**config.mk**
```make
export PLATFORM = sky130hd
export DESIGN_NAME = encoder_sample_fifo
export DESIGN_NICKNAME = d
export VERILOG_FILES = /design/src/rtl/encoder_pkg.sv /design/src/rtl/enc_sync_fifo.sv /design/src/rtl/encoder_sample_fifo.sv
export SDC_FILE = /design/constraint.sdc
export NUM_CORES = 1
export LEC_CHECK = 0
export CAP_MARGIN = 20
export CELL_PAD_IN_SITES_DETAIL_PLACEMENT = 1
export CELL_PAD_IN_SITES_GLOBAL_PLACEMENT = 1
export CORE_ASPECT_RATIO = 0.9
export CORE_MARGIN = 3
export CORE_UTILIZATION = 40
export DETAILED_ROUTE_END_ITERATION = 6
export PLACE_DENSITY = 0.7
export SLEW_MARGIN = 20
export SYNTH_ARGS = -nofsm -noshare
export SYNTH_HDL_FRONTEND = slang
export SYNTH_SLANG_ARGS = --single-unit
```
**constraint.sdc**
```tcl
create_clock -name clk -period 8.5 [get_ports clk]
set_input_delay 1.7 -clock clk [delete_from_list [all_inputs] [get_ports clk]]
set_output_delay 1.7 -clock clk [all_outputs]
set_load 0.02 [all_outputs]
```
**src/rtl/encoder_pkg.sv**
```systemverilog
// Shared types and constants for the encoder snapshot path.
package encoder_pkg;

  localparam int ENC_POS_W  = 32;
  localparam int ENC_TS_W   = 32;
  localparam int ENC_DROP_W = 16;

  // Capture source bits; both set means a periodic tick and a trigger coincided.
  localparam logic [1:0] SRC_PERIODIC = 2'b01;
  localparam logic [1:0] SRC_TRIGGER  = 2'b10;

  typedef struct packed {
    logic signed [ENC_POS_W-1:0] position;
    logic signed [ENC_POS_W-1:0] velocity;
    logic                        direction;
    logic [ENC_TS_W-1:0]         timestamp;
    logic [1:0]                  src;
  } enc_sample_t;

  localparam int ENC_SAMPLE_W = $bits(enc_sample_t);

endpackage

```
**src/rtl/enc_sync_fifo.sv**
```systemverilog
// First-word-fall-through synchronous FIFO. The head word is presented
// whenever the FIFO is non-empty and is forced to zero while empty, so the
// outputs depend on registers only (never on pop).
module enc_sync_fifo #(
  parameter int WIDTH = 8,
  parameter int DEPTH = 16
) (
  input  logic                       clk,
  input  logic                       reset_n,
  input  logic                       flush,
  input  logic                       push,
  input  logic [WIDTH-1:0]           push_data,
  input  logic                       pop,
  output logic [WIDTH-1:0]           head_data,
  output logic                       head_valid,
  output logic [$clog2(DEPTH):0]     fill,
  output logic                       full
);

  localparam int AW = $clog2(DEPTH);
  localparam logic [AW:0]   FULL_CNT = (AW+1)'(DEPTH);
  localparam logic [AW:0]   ONE_CNT  = (AW+1)'(1);
  localparam logic [AW-1:0] ONE_PTR  = AW'(1);

  logic [WIDTH-1:0] mem_r [DEPTH];
  logic [AW-1:0]    wr_ptr_r;
  logic [AW-1:0]    rd_ptr_r;
  logic [AW:0]      count_r;
  logic             full_s;
  logic             empty_s;
  logic             do_pop_s;
  logic             do_push_s;

  assign full_s    = (count_r == FULL_CNT);
  assign empty_s   = (count_r == {(AW+1){1'b0}});
  // A pop can only happen on a non-empty FIFO; a push into a full FIFO is
  // allowed only when the head leaves in the same cycle.
  assign do_pop_s  = pop && !empty_s;
  assign do_push_s = push && (!full_s || do_pop_s);

  // Storage write; flush and reset suppress the write in their cycle.
  always_ff @(posedge clk) begin
    if (reset_n && !flush && do_push_s) begin
      mem_r[wr_ptr_r] <= push_data;
    end
  end

  // Pointer and occupancy bookkeeping.
  always_ff @(posedge clk) begin
    if (!reset_n) begin
      wr_ptr_r <= {AW{1'b0}};
      rd_ptr_r <= {AW{1'b0}};
      count_r  <= {(AW+1){1'b0}};
    end else if (flush) begin
      wr_ptr_r <= {AW{1'b0}};
      rd_ptr_r <= {AW{1'b0}};
      count_r  <= {(AW+1){1'b0}};
    end else begin
      if (do_push_s) begin
        wr_ptr_r <= wr_ptr_r + ONE_PTR;
      end
      if (do_pop_s) begin
        rd_ptr_r <= rd_ptr_r + ONE_PTR;
      end
      case ({do_push_s, do_pop_s})
        2'b10:   count_r <= count_r + ONE_CNT;
        2'b01:   count_r <= count_r - ONE_CNT;
        default: count_r <= count_r;
      endcase
    end
  end

  assign head_valid = !empty_s;
  assign head_data  = empty_s ? {WIDTH{1'b0}} : mem_r[rd_ptr_r];
  assign fill       = count_r;
  assign full       = full_s;

endmodule

```
**src/rtl/encoder_sample_fifo.sv**
```systemverilog
// Snapshot capture of encoder state into a FIFO drained by a slow reader.
// Holds the free-running timestamp, the periodic interval counter, capture
// arbitration and drop accounting. The recorded timestamp is the count value
// produced by the capture edge, i.e. the number of edges since reset release.
module encoder_sample_fifo
  import encoder_pkg::*;
#(
  parameter int SAMPLE_CYCLES = 1_000_000,
  parameter int DEPTH         = 16
) (
  input  logic                        clk,
  input  logic                        reset_n,
  input  logic                        enable,
  input  logic                        trigger,
  input  logic                        flush,
  input  logic signed [ENC_POS_W-1:0] position,
  input  logic signed [ENC_POS_W-1:0] velocity,
  input  logic                        direction,
  output logic                        m_valid,
  input  logic                        m_ready,
  output logic signed [ENC_POS_W-1:0] m_position,
  output logic signed [ENC_POS_W-1:0] m_velocity,
  output logic                        m_direction,
  output logic [ENC_TS_W-1:0]         m_timestamp,
  output logic [1:0]                  m_src,
  output logic [$clog2(DEPTH):0]      fill,
  output logic                        overflow,
  output logic [ENC_DROP_W-1:0]       drop_count
);

  localparam int IW = $clog2(SAMPLE_CYCLES);
  localparam logic [IW-1:0]         INT_LAST = IW'(SAMPLE_CYCLES - 1);
  localparam logic [IW-1:0]         INT_ONE  = IW'(1);
  localparam logic [ENC_DROP_W-1:0] DROP_MAX = {ENC_DROP_W{1'b1}};

  logic [ENC_TS_W-1:0]   ts_r;
  logic [ENC_TS_W-1:0]   ts_next_s;
  logic [IW-1:0]         int_r;
  logic                  periodic_s;
  logic                  capture_s;
  logic                  full_s;
  logic                  drop_s;
  logic                  overflow_r;
  logic [ENC_DROP_W-1:0] drop_r;
  enc_sample_t           sample_s;
  enc_sample_t           head_s;
  logic [ENC_SAMPLE_W-1:0] head_bits_s;

  assign ts_next_s  = ts_r + 32'd1;
  assign periodic_s = enable && (int_r == INT_LAST);
  assign capture_s  = periodic_s || trigger;
  // A full FIFO always has a valid head, so m_ready alone decides whether
  // the head leaves and frees a slot for the capture.
  assign drop_s     = capture_s && full_s && !m_ready;

  // Free-running timestamp; flush deliberately leaves it alone.
  always_ff @(posedge clk) begin
    if (!reset_n) begin
      ts_r <= {ENC_TS_W{1'b0}};
    end else begin
      ts_r <= ts_next_s;
    end
  end

  // Periodic interval counter; holds while disabled, wraps after the last count.
  always_ff @(posedge clk) begin
    if (!reset_n) begin
      int_r <= {IW{1'b0}};
    end else if (flush) begin
      int_r <= {IW{1'b0}};
    end else if (enable) begin
      if (int_r == INT_LAST) begin
        int_r <= {IW{1'b0}};
      end else begin
        int_r <= int_r + INT_ONE;
      end
    end else begin
      int_r <= int_r;
    end
  end

  // Assemble the snapshot written on a capture.
  always_comb begin
    sample_s           = '{default: '0};
    sample_s.position  = position;
    sample_s.velocity  = velocity;
    sample_s.direction = direction;
    sample_s.timestamp = ts_next_s;
    sample_s.src       = (periodic_s ? SRC_PERIODIC : 2'b00) |
                         (trigger    ? SRC_TRIGGER  : 2'b00);
  end

  // Sticky overflow and saturating drop counter.
  always_ff @(posedge clk) begin
    if (!reset_n) begin
      overflow_r <= 1'b0;
      drop_r     <= {ENC_DROP_W{1'b0}};
    end else if (flush) begin
      overflow_r <= 1'b0;
      drop_r     <= {ENC_DROP_W{1'b0}};
    end else if (drop_s) begin
      overflow_r <= 1'b1;
      if (drop_r != DROP_MAX) begin
        drop_r <= drop_r + 16'd1;
      end
    end else begin
      overflow_r <= overflow_r;
      drop_r     <= drop_r;
    end
  end

  enc_sync_fifo #(
    .WIDTH (ENC_SAMPLE_W),
    .DEPTH (DEPTH)
  ) u_fifo (
    .clk        (clk),
    .reset_n    (reset_n),
    .flush      (flush),
    .push       (capture_s),
    .push_data  (sample_s),
    .pop        (m_ready),
    .head_data  (head_bits_s),
    .head_valid (m_valid),
    .fill       (fill),
    .full       (full_s)
  );

  assign head_s      = head_bits_s;
  assign m_position  = head_s.position;
  assign m_velocity  = head_s.velocity;
  assign m_direction = head_s.direction;
  assign m_timestamp = head_s.timestamp;
  assign m_src       = head_s.src;
  assign overflow    = overflow_r;
  assign drop_count  = drop_r;

endmodule

```
run_1/clock_wires.png
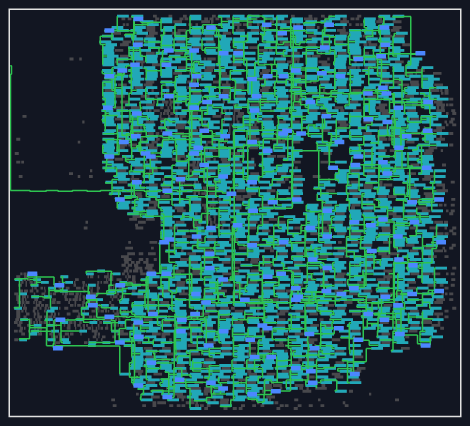
[blue] clock-net drivers | count: 168
[green] clock wires | length: 18900 um
[cyan] flip-flops | count: 1670
routed clock nets: 169

run_1/congestion_map.png
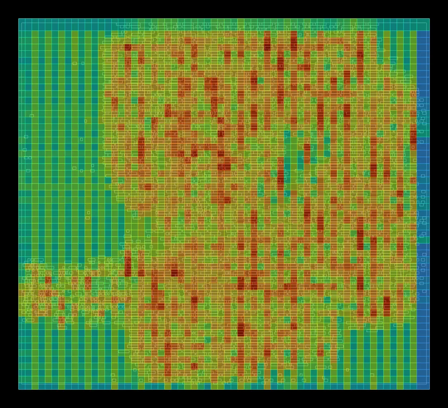
met3 GRT Util: 3.45%
utilization after layout: 47.1%
GR met2 Demand/Resource: 29.3%
met1 track utilization from global routing: 25.8%

run_1/m3.png
Cells faint in the background.
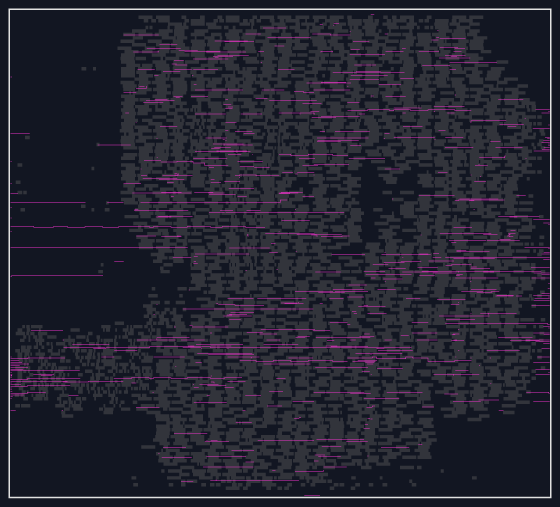
main direction: horizontal
nets with wire on the layer: 259

==> run notes, run 1 <==
Notes on the flow run.

- The flow ran to the end, and the final reports show no timing, DRC or antenna violations.
- STA classifies the critical path endpoint as an output pin.
- For the final routed database, the setup TNS stands at 0 ns.
- In the post-route report, total wirelength is listed as approximately 150000 um.
- The synthesis stat section lists a flop and latch total of 1670.
- On the worst setup and hold paths after CTS, the clock-pin slew comes to 0.06 ns.
- The stage-log warning count is 36, for reference.
- Hold repair after CTS inserted 0 buffers.
- 193 I/O pins were placed.
- The OpenROAD report gives the critical path a required time of 6.80 ns.
- The initial antenna violation count is 9, for reference.
- The layout report lists the combined flip-flop and latch area as 49300 um^2.
- The skew report gives the latency at the later pin of the worst-skew pair as 0.81 ns.
- Among all flip-flop cells after synthesis, the most frequent one is edfxtp_1.
- The category of the worst setup path launch point is a flip-flop, for reference.
- Detailed placement finished with a half-perimeter wire length of 71100 um.
- Per the layout area report, the combinational gate area comes to 14400 um^2.
- The number of maximum-capacitance violations is 0, for reference.
- The final weighted congestion recorded by global placement is 0.703.
- The script parses the final routing iteration and logs DRC violations as 0.
- The post-synthesis cell count is 2761, for reference.
- The clock network burns 42.8% of the power.
- The critical path goes through buf_4 > mux4_2 > mux4_2 > and2_1 > clkdlybuf4s50_1.
- The report lists the number of cells resized after CTS as 0.
- The top cell types in the final layout, fill and taps aside, are edfxtp_1 (1584), mux4_2 (495), clkdlybuf4s50_1 (192), clkbuf_16 (170), and2_1 (136).
- The post-synthesis area per instance is roughly 23 um^2, for reference.
- The clock skew after layout is 0.0621 ns, for reference.
- The category of cells accounting for the largest share of critical-path delay is buffers and inverters, for reference.
- The number of nets in the final layout is 3117, for reference.
- The number of buffers inserted during clock tree synthesis is 168, for reference.
- The violation tally from detailed-route iteration zero is 3161, for reference.
- Per the detail_route report, the via count comes to approximately 29000.
- The critical path class is reg -> out, for reference.
- The area recorded from the Yosys report for this design is 63900 um^2.
- The post-placement cell count is 4965, for reference.
- The floorplan step records an initial core utilization of a little over 40%.
- In the Yosys report the total cell count is approximately 2800.
- The via count of the first global-routing pass is 31659.
- According to the floorplan report, the die height is approximately 390 um.
- The count of different cell masters after synthesis is 52, for reference.
==> run 1: cell type report <==
type | count | area share (%)
multi-input combinational | 950 | 19.3
inverter | 5 | 0.0252
sequential | 1670 | 66.3
timing repair buffer | 241 | 3.50
clock buffer | 217 | 6.04
tap | 2100 | 3.53
clock inverter | 90 | 1.30
antenna | 3 | 0.0101
==> run 1: worst register-to-register path: cells and delay by family (launching register included) <==
family,cells,cell delay (ns)
compound gates,1,0.25
flops,1,0.37
buf+inv,2,1.23
simple gates,5,1.44
fa+ha+maj,1,0.19
==> run 1: worst paths after layout <==
path / depth (start not counted) / to / from
max: 5 / m_timestamp[15] / flip-flop
min reg2reg: 1 / overflow / overflow
min: 1 / overflow / overflow
max reg2reg: 9 / u_fifo.mem_r[10][54] / int_r[0]
==> run 1: state kept, by name (all words and copies together) (netlist names), named ones only <==
register and count:
drop_count 16, overflow 1, int_r 20, u_fifo.rd_ptr_r 4
u_fifo.wr_ptr_r 4, ts_r 32, u_fifo.fill 5, u_fifo.mem_r 1584
==> run 1: power groups by stage <==
stage	clock network (W)	logic (W)	registers, W
after floorplan	0	0.000311	0.00917
after global placement	0	0.000638	0.00918
after detailed placement	0	0.000648	0.00918
after CTS	0.00740	0.000650	0.00900
after global routing	0.00776	0.000684	0.00900
final	0.00722	0.000631	0.00900
==> run 1: cells by family after synthesis <==
logic type | count (synthesis) | share of synthesized area (%)
muxes | 502 | 17.6
adders and majority gates | 10 | 0.196
AOI/OAI and AO/OA | 27 | 0.309
and+or+nand+nor | 346 | 3.07
xor gates and xnor gates | 65 | 0.891
buffers and inverters | 141 | 0.863
DFF | 1670 | 77.1
==> run 1: Yosys cell counts (all sizes together), types with 7 or more instances <==
| master | count | area [um^2] |
|---|---|---|
| dfxtp | 86 | 1720 |
| ha | 10 | 125 |
| nand2 | 37 | 139 |
| and2 | 140 | 876 |
| and4 | 12 | 108 |
| nor2 | 68 | 255 |
| clkbuf | 92 | 345 |
| nor4 | 7 | 50.1 |
| mux4 | 495 | 11100 |
| nand4 | 15 | 93.8 |
| mux2i | 7 | 70.1 |
| buf | 43 | 179 |
| nand3 | 21 | 105 |
| and3 | 18 | 119 |
| a21oi | 7 | 46.3 |
| xnor2 | 38 | 333 |
| xor2 | 27 | 236 |
| edfxtp | 1584 | 47600 |
==> run 1: per-stage QoR <==
step / hold slack (ns) / total power [W] / cell area (um^2) / util (%) / setup WS (ns)
after floorplan: 0.459 / 0.00949 / 63900 / - / 0.534
after global placement: 0.466 / 0.00981 / 68700 / 43.5 / 2.81
after detailed placement: 0.462 / 0.00983 / 68700 / 43.5 / 2.74
after CTS: 0.484 / 0.0171 / 74200 / 47.0 / 2.18
after global routing: 0.499 / 0.0174 / 74400 / 47.1 / 2.03
final: 0.479 / 0.0169 / 74400 / 47.1 / 2.36
==> run 1: routing by layer <==
layer  vias to the layer above  routed length (um)  global-route usage [%]
met1                     15982               63100                    25.8
met3                       214                9080                    3.45
met5                         -                  73                       0
li1                      12178                   -                       -
met2                       978               73400                    29.3
met4                        10                3030                    4.78
==> inputs of run 2 (changes only) <==
--- a/config.mk
+++ b/config.mk
@@ -12,7 +12,7 @@
 export CORE_MARGIN = 3
 export CORE_UTILIZATION = 40
 export DETAILED_ROUTE_END_ITERATION = 6
-export PLACE_DENSITY = 0.7
+export PLACE_DENSITY = 0.72
 export SLEW_MARGIN = 20
 export SYNTH_ARGS = -nofsm -noshare
 export SYNTH_HDL_FRONTEND = slang
==> constraint.sdc (replaced) <==
create_clock -name clk -period 5.4 [get_ports clk]
set_input_delay 1.08 -clock clk [delete_from_list [all_inputs] [get_ports clk]]
set_output_delay 1.08 -clock clk [all_outputs]
set_load 0.02 [all_outputs]
run_2/congestion_map.png
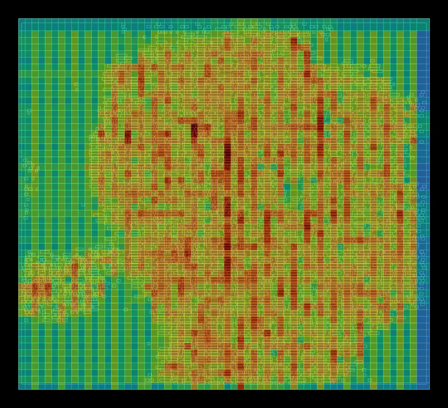
global routing's busiest layer: met2
GR met2 Demand/Resource: 29.6%
met1 track utilization from global routing: 26.6%
GRT Total Usage: 18.4%

run_2/clock_wires.png
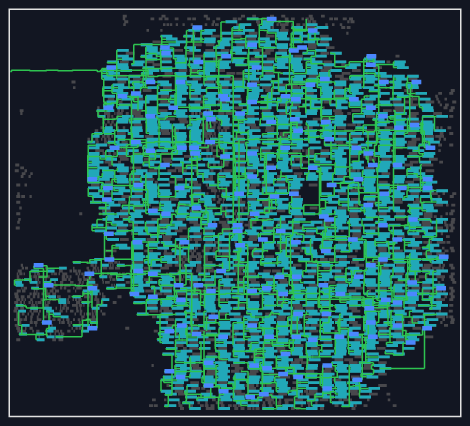
[blue] clock-net drivers | count: 165
[green] clock wires | length: 18500 um
[cyan] flip-flops | count: 1670
routed clock nets: 166

==> run notes, run 2 <==
Notes on the flow run.

- The portion of netlist area occupied by mux cells is 17.6% (unchanged).
- In the final layout, the registers with the most flip-flops are u_fifo.mem_r (1584), ts_r (32), int_r (20).
- The internal power of the cells totals 0.0206 W.
- The total power of the final layout came to 0.0261 W (+55%).
- The simple logic cell fraction of the synthesized area is 3.07% (unchanged), for reference.
- The synthesis run shows the most used standard cells to be edfxtp_1 (1584), mux4_2 (495), and2_1 (140).
- The remaining routing DRC violations is 0 (unchanged).
- The count of cells resized by post-cts repair came to 0 (unchanged).
- The combinational family with the most area after synthesis is multiplexers, for reference.
- The via count of the first global-routing pass is 31536 (-0.39%), for reference.
- The xor/xnor share of the synthesized area is 0.891% (unchanged), for reference.
- STA lists the maximum fanout along the critical path as 41.
- The vertical die dimension is 385 um (unchanged), for reference.
- The area of the synthesized netlist per yosys stat is 63900 um^2 (unchanged).
- According to the floorplan report, the placeable core area is 158000 um^2.
- The most area-hungry cell type in the Yosys netlist is edfxtp_1, for reference.
- The number of nets in the final layout is 3172 (+1.8%), for reference.
- The register name with the most flops is u_fifo.mem_r, for reference.
- The fraction of the mapped netlist area in compound gates is 0.309% (unchanged), for reference.
- The share of synthesized cell area in full adder, half adder and majority cells came to 0.196% (unchanged).
- The post-synthesis cell count is 2761 (unchanged).
- The number of buffers inserted during clock tree synthesis is 165 (-1.8%).
- The pin slew with the least headroom to its limit is 0.966 ns, for reference.
- The routability congestion estimate from global placement is 0.761 (+8.2%), for reference.
- STA classifies the critical path endpoint as an output pin.
- The worst endpoint required time came to 4.32 ns (-2.48 ns).
- The share of the synthesized area in the top cell type is 74.4% (unchanged), for reference.
- In the layout the commonest cells are edfxtp_1 (1584), mux4_2 (495), clkdlybuf4s50_1 (192), clkbuf_16 (166), and2_1 (136).
- The initial antenna violation count was 6 (-3).
- Per the synth stats, the flop cell with the highest instance count is edfxtp_1.
- Warnings reported by Yosys during synthesis add up to 0.
- Endpoints with negative setup slack in the final report add up to 0.
- Yosys instantiated no cell more often than edfxtp_1.
- The post-placement cell count came to 5024 (+1.2%).
- The I/O pin count was 193 (unchanged).
- The core utilization at floorplan is 40.5% (unchanged).
- The violation tally from detailed-route iteration zero is 3058 (-3.3%), for reference.
- The post-route setup TNS is 0 ns (unchanged).
- The count of hold buffers inserted by post-cts repair is 0 (unchanged).
- The synthesis report lists the most area-consuming cells as edfxtp_1 (74%), mux4_2 (17%), dfxtp_1 (2.7%), and2_1 (1.4%), clkbuf_1 (0.54%).
- The overall via count from detail_route is 29756 (+1.3%), for reference.
- The count of state elements after synthesis is 1670 (unchanged), for reference.
- The clock skew after layout is 0.0660 ns (+0.00390 ns), for reference.
- The total power density per cell area is 349 nW/um^2, for reference.
- The total wire length after detailed routing is 150000 um (+0.75%).
- Traced cell by cell, the critical path runs through buf_12 > buf_4 > mux4_2 > mux4_2 > and2_1 > clkdlybuf4s50_1.
- The number of maximum-capacitance violations is 0 (unchanged), for reference.
- The category of cells accounting for the largest share of critical-path delay is buffers and inverters, for reference.
- The stage-log warning count came to 31 (-14%).
- The post-synthesis area per instance was 23.1 um^2 (unchanged).
- The HPWL reported at the end of detailed placement is 87200 um (+23%), for reference.
- The count of different cell masters after synthesis is 52 (unchanged).
- The critical path class is reg -> out, for reference.
- STA classifies the critical path startpoint as a flip-flop.
- The clock slew seen by the registers of the worst setup and hold paths came to 0.06 ns (about the same).
- The count of instantiated cells in the yosys netlist came to 2761 (unchanged).
- The insertion delay to the later sink of the worst-skew pair came to 0.80 ns (about the same).
- The clock network power share is 41.9% (-0.9 points), for reference.
- The arrival time of the worst setup path is 3.95 ns, for reference.
- The flow ran to the end, and the final reports show no timing, DRC or antenna violations.
- The flip-flop count of the largest register, all copies and words added is 1584 (unchanged), for reference.
run_2/m3.png
Cells faint in the background.
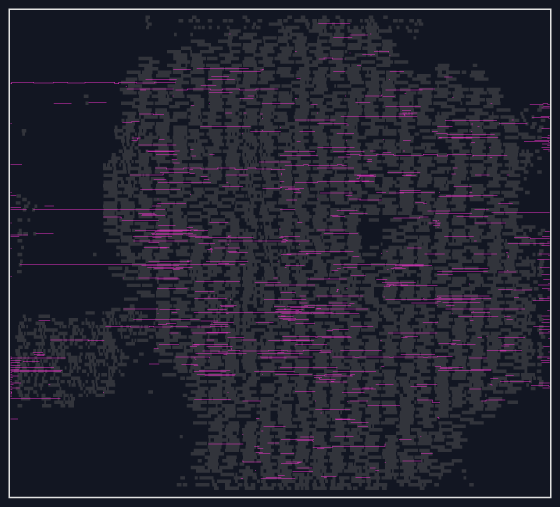
share of all routed wire: 6.0%
nets with wire on the layer: 338
main direction: horizontal

run 2: cell counts after synthesis:
No cell type changed its count.
run 2: per-stage QoR:
step	setup WS (ns)	utilization (%)	hold WS [ns]	instance area (um^2)
after global routing	0.156	47.4	0.533	74800
final	0.367	47.4	0.479	74800
after CTS	0.226	47.3	0.489	74700
after detailed placement	0.646	44.0	0.470	69500
after global placement	0.702	44.0	0.469	69500
after floorplan	-1.55	-	0.459	63900
run 2: cell type report:
cell class                 instances  area (um^2)
inverter                           5         18.8
tap                             2100         2630
sequential                      1670        49300
fill                           14125        83200
antenna                            2         5.00
multi-input combinational        950        14300
clock buffer                     206         4310
clock inverter                    90          880
timing repair buffer             299         3380
run 2: logic make-up after synthesis:
kind of cell | after synthesis
adders and majority gates | 10
xor gates and xnor gates | 65
buffers and inverters | 141
muxes | 502
AOI/OAI and AO/OA | 27
DFF | 1670
and+or+nand+nor | 346
run 2: path summary, 6_finish.rpt:
| kind | startpoint | to | slack (ns) | depth (start not counted) |
|---|---|---|---|---|
| max | flip-flop | m_velocity[23] | 0.37 | 6 |
| min | overflow | overflow | 0.48 | 1 |
| max reg2reg | int_r[0] | u_fifo.mem_r[8][27] | 1.83 | 8 |
| min reg2reg | overflow | overflow | 0.48 | 1 |
run 2: power groups by stage:
| stage | clock (W) | combinational, W | sequential, W |
|---|---|---|---|
| floorplan | 0 | 0.000488 | 0.0144 |
| global placement | 0 | 0.00100 | 0.0144 |
| detailed placement | 0 | 0.00102 | 0.0144 |
| CTS | 0.0112 | 0.00102 | 0.0142 |
| global route | 0.0117 | 0.00107 | 0.0142 |
| finish | 0.0109 | 0.000993 | 0.0142 |
run 2: metal layers:
layer  vias up  GRT usage (%)  wire length, um
met1     16206           26.6            64900
met2      1074           29.6            73700
met4         2           3.89             2370
met5         -              0               13
li1      12285              -                -
met3       189           2.94             8930
No activity file was given, so power comes from the tool's default toggle rates.
